[config.mk]
export PLATFORM = sky130hd
export DESIGN_NAME = fifo_gray_ptr_ctrl
export DESIGN_NICKNAME = d
export VERILOG_FILES = /design/src/rtl/fifo_gray_ptr_ctrl.sv
export SDC_FILE = /design/constraint.sdc
export NUM_CORES = 1
export LEC_CHECK = 0
export ABC_AREA = 1
export CAP_MARGIN = 10
export CORE_MARGIN = 5
export CORE_UTILIZATION = 50
export CTS_BUF_LIST = sky130_fd_sc_hd__clkbuf_4
export DETAILED_ROUTE_END_ITERATION = 8
export PLACE_DENSITY = 0.89
export SYNTH_ARGS = -nofsm -noshare
export SYNTH_HDL_FRONTEND = slang
export SYNTH_SLANG_ARGS = --single-unit
[constraint.sdc]
create_clock -name clk -period 6.95 [get_ports clk]
set_clock_uncertainty 0.2 [all_clocks]
set_input_delay 0.695 -clock clk [delete_from_list [all_inputs] [get_ports clk]]
set_output_delay 0.695 -clock clk [all_outputs]
set_load 0.005 [all_outputs]
[src/rtl/fifo_gray_ptr_ctrl.sv]
// Single-clock FIFO pointer controller for an external RAM. Keeps binary
// read/write pointers, valid/ready handshakes, occupancy and Gray pointer copies.
module fifo_gray_ptr_ctrl #(
    parameter  int N         = 16,
    parameter  int AF_THRESH = 12,
    localparam int AW        = $clog2(N),
    localparam int PW        = AW + 1
) (
    input  logic          clk,
    input  logic          rst,
    input  logic          flush,
    input  logic          push_vld,
    output logic          push_rdy,
    output logic          pop_vld,
    input  logic          pop_rdy,
    output logic          ram_wen,
    output logic [AW-1:0] ram_waddr,
    output logic [AW-1:0] ram_raddr,
    output logic [PW-1:0] wr_ptr_gray,
    output logic [PW-1:0] rd_ptr_gray,
    output logic [PW-1:0] count,
    output logic          almost_full
);

    logic [PW-1:0] wr_ptr_q, wr_ptr_d;
    logic [PW-1:0] rd_ptr_q, rd_ptr_d;
    logic [PW-1:0] wr_gray_q, wr_gray_d;
    logic [PW-1:0] rd_gray_q, rd_gray_d;
    logic [PW-1:0] count_q, count_d;
    logic          full, empty, push_fire, pop_fire;

    function automatic logic [PW-1:0] bin2gray(input logic [PW-1:0] b);
        return b ^ (b >> 1);
    endfunction

    // The extra wrap bit distinguishes full from empty when the addresses match.
    assign empty = (wr_ptr_q == rd_ptr_q);
    assign full  = (wr_ptr_q[AW] != rd_ptr_q[AW]) &&
                   (wr_ptr_q[AW-1:0] == rd_ptr_q[AW-1:0]);

    assign push_rdy  = !full && !flush && !rst;
    assign pop_vld   = !empty && !flush && !rst;
    assign push_fire = push_vld && push_rdy;
    assign pop_fire  = pop_vld && pop_rdy;

    assign ram_wen     = push_fire;
    assign ram_waddr   = wr_ptr_q[AW-1:0];
    assign ram_raddr   = rd_ptr_q[AW-1:0];
    assign wr_ptr_gray = wr_gray_q;
    assign rd_ptr_gray = rd_gray_q;
    assign count       = count_q;
    assign almost_full = (count_q >= PW'(AF_THRESH));

    always_comb begin
        wr_ptr_d = wr_ptr_q;
        rd_ptr_d = rd_ptr_q;
        count_d  = count_q;
        if (flush) begin
            wr_ptr_d = '0;
            rd_ptr_d = '0;
            count_d  = '0;
        end else begin
            if (push_fire) wr_ptr_d = wr_ptr_q + PW'(1);
            if (pop_fire)  rd_ptr_d = rd_ptr_q + PW'(1);
            count_d = count_q + PW'(push_fire) - PW'(pop_fire);
        end
        // Gray copies load from the next pointer so they never lag the binary.
        wr_gray_d = bin2gray(wr_ptr_d);
        rd_gray_d = bin2gray(rd_ptr_d);
    end

    always_ff @(posedge clk or posedge rst) begin
        if (rst) begin
            wr_ptr_q  <= '0;
            rd_ptr_q  <= '0;
            wr_gray_q <= '0;
            rd_gray_q <= '0;
            count_q   <= '0;
        end else begin
            wr_ptr_q  <= wr_ptr_d;
            rd_ptr_q  <= rd_ptr_d;
            wr_gray_q <= wr_gray_d;
            rd_gray_q <= rd_gray_d;
            count_q   <= count_d;
        end
    end

endmodule

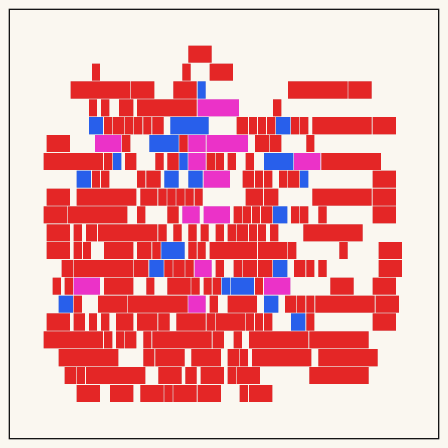
Figure 1: cells by drive strength.
| size | color | cells |
|---|---|---|
| _2 cells | blue | 21 |
| _3 and _4 cells | magenta | 13 |
| _0 and _1 cells | red | 191 |

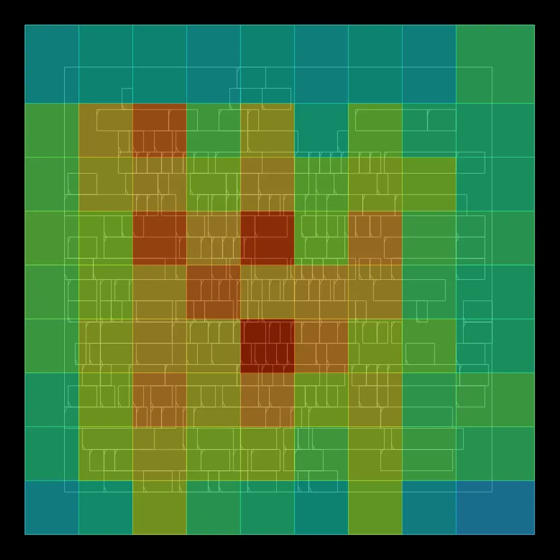
Figure 2: track usage over the die.
WL/cell: 12.1 um
total global-route track usage: 16.3%
Final Util: 63.5%
GR peak layer: met2

==> reports/metrics.yaml <==
critical_path:
  critPathMaxStageDelay_ns: 0.63
  critPathMaxFanout: 20
outcome:
  status: "complete, no violations"
detailed_routing:
  routed_wl_um: 3110
  route.met2.wl_um: 1540
  met1_length_um: 1380
power:
  power_density_nw_per_um2: 146
  totalPowerFinal_mw: 0.276
sta:
  tightestPinTransition_ns: 0.855
  setup-tns-final_ns: 0
  setup_slack_ns: 3.55
  finalCritPeriodShare_pct: 48.9
clocking:
  clk_path_buf_depth: 2
  numCtsBuffers: 3
  htree_levels: 1
floorplanning:
  fp.dieW_um: 65.2
  ios: 32
synth:
  synthesis.area_um2: 1530
  ys_warn_count: 0
finish:
  drive_above_1_share_pct: 15.1
worst_hold_path:
  min_to: "rd_ptr_gray[4]$_DFF_PP0_"
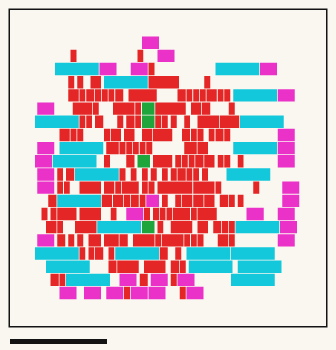
Figure 3: cell classes on the final placement.
Scale bar: 20 um.
| class | color | cells | share of their area |
|---|---|---|---|
| clock drivers and dummy loads | green | 4 | 1.6% |
| other buffers and delay cells | magenta | 32 | 17% |
| combinational and other logic | red | 166 | 50% |
| flops | cyan | 23 | 31% |
sequential share of cell area: 30.4%
row cnt: 20

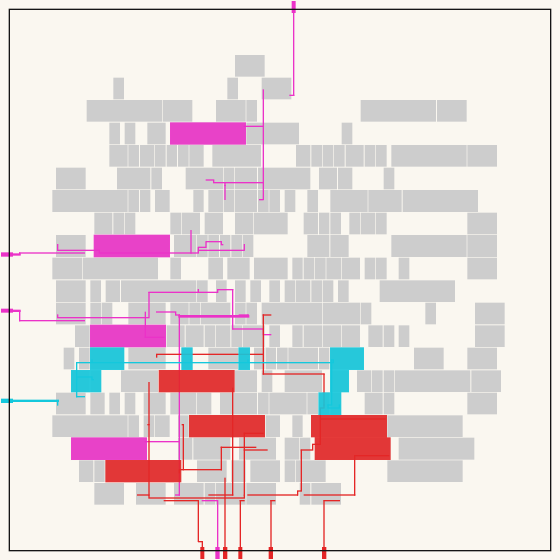
Figure 4: port wiring.
| port | color | bits | direction | edge | end cells | wire |
|---|---|---|---|---|---|---|
| `flush` | cyan | 1 | input | west | 9 | 54.0 um |
| `count` | red | 5 | output | south | 5 | 187 um |
| `ram_waddr` | magenta | 4 | output | 2 west, 1 south, 1 north | 4 | 173 um |

## worst max-delay path, delay by kind of cell
kind                   cells  cell delay [ns]
and+or+nand+nor            2             0.31
buffers and inverters      4             1.49
## per-layer routing
metal	up-vias	track usage, %
li1	669	-
met1	592	21.1
met2	38	27.7
met3	7	2.39
met4	0	5.44
met5	-	0
## flip-flops by register name (all words and copies together) (netlist names)
signal	flops
count	5
rd_ptr_gray	5
wr_ptr_gray	5
rd_ptr_q	4
wr_ptr_q	4
## cell usage after synthesis
master,count
a211oi_1,1
a21oi_1,4
buf_2,3
buf_4,1
dfrtp_1,23
fa_1,1
ha_1,9
inv_1,31
inv_2,5
nand2_1,54
nand2_2,7
nand3_1,15
nand3_2,2
nand3_4,2
nand4_1,8
nand4_2,2
nor2_1,6
nor2_2,4
nor2_4,6
nor3_1,3
nor3b_1,2
o21ai_0,2
xnor2_2,1
xor2_1,1
## final cells by class
class | instances | area (um2)
fillers | 248 | 1090
multi-input cells | 130 | 792
flip-flops and latches | 23 | 576
repair buffers | 32 | 318
inverters | 36 | 135
well taps | 33 | 41.3
clock buffers | 4 | 30.0
## cells by family after synthesis
| group | count (synthesis) |
|---|---|
| flops | 23 |
| fa+ha+maj | 10 |
| simple gates | 111 |
| buf+inv | 40 |
| xor+xnor | 2 |
| compound gates | 7 |
## through the flow
stage	std cells	hold slack (ns)
floorplan	193	0.451
global placement	254	0.489
global route	258	0.580
finish	258	0.522
CTS	258	0.527
detailed placement	254	0.508
## worst max path at each step
| stage | cells after the start | start | slack, ns | endpoint |
|---|---|---|---|---|
| 6_report | 6 | flush | 3.55 | ram_wen |
| 3_3_place_gp | 14 | flush | 3.37 | count[4]$_DFF_PP0_ |
| 2_1_floorplan | 14 | flush | 4.06 | count[4]$_DFF_PP0_ |
| 4_1_cts | 6 | flush | 3.56 | ram_wen |
| 3_5_place_dp | 14 | flush | 3.27 | count[4]$_DFF_PP0_ |
| 5_1_grt | 14 | flush | 3.40 | count[4]$_DFF_PP0_ |
## power breakdown
group | switching [mW] | internal [mW]
Clock | 0.0397 | 0.0263
Combinational | 0.0340 | 0.0311
Sequential | 0.00522 | 0.139
Power figures rest on the tool's default switching activity, not on a simulated workload.
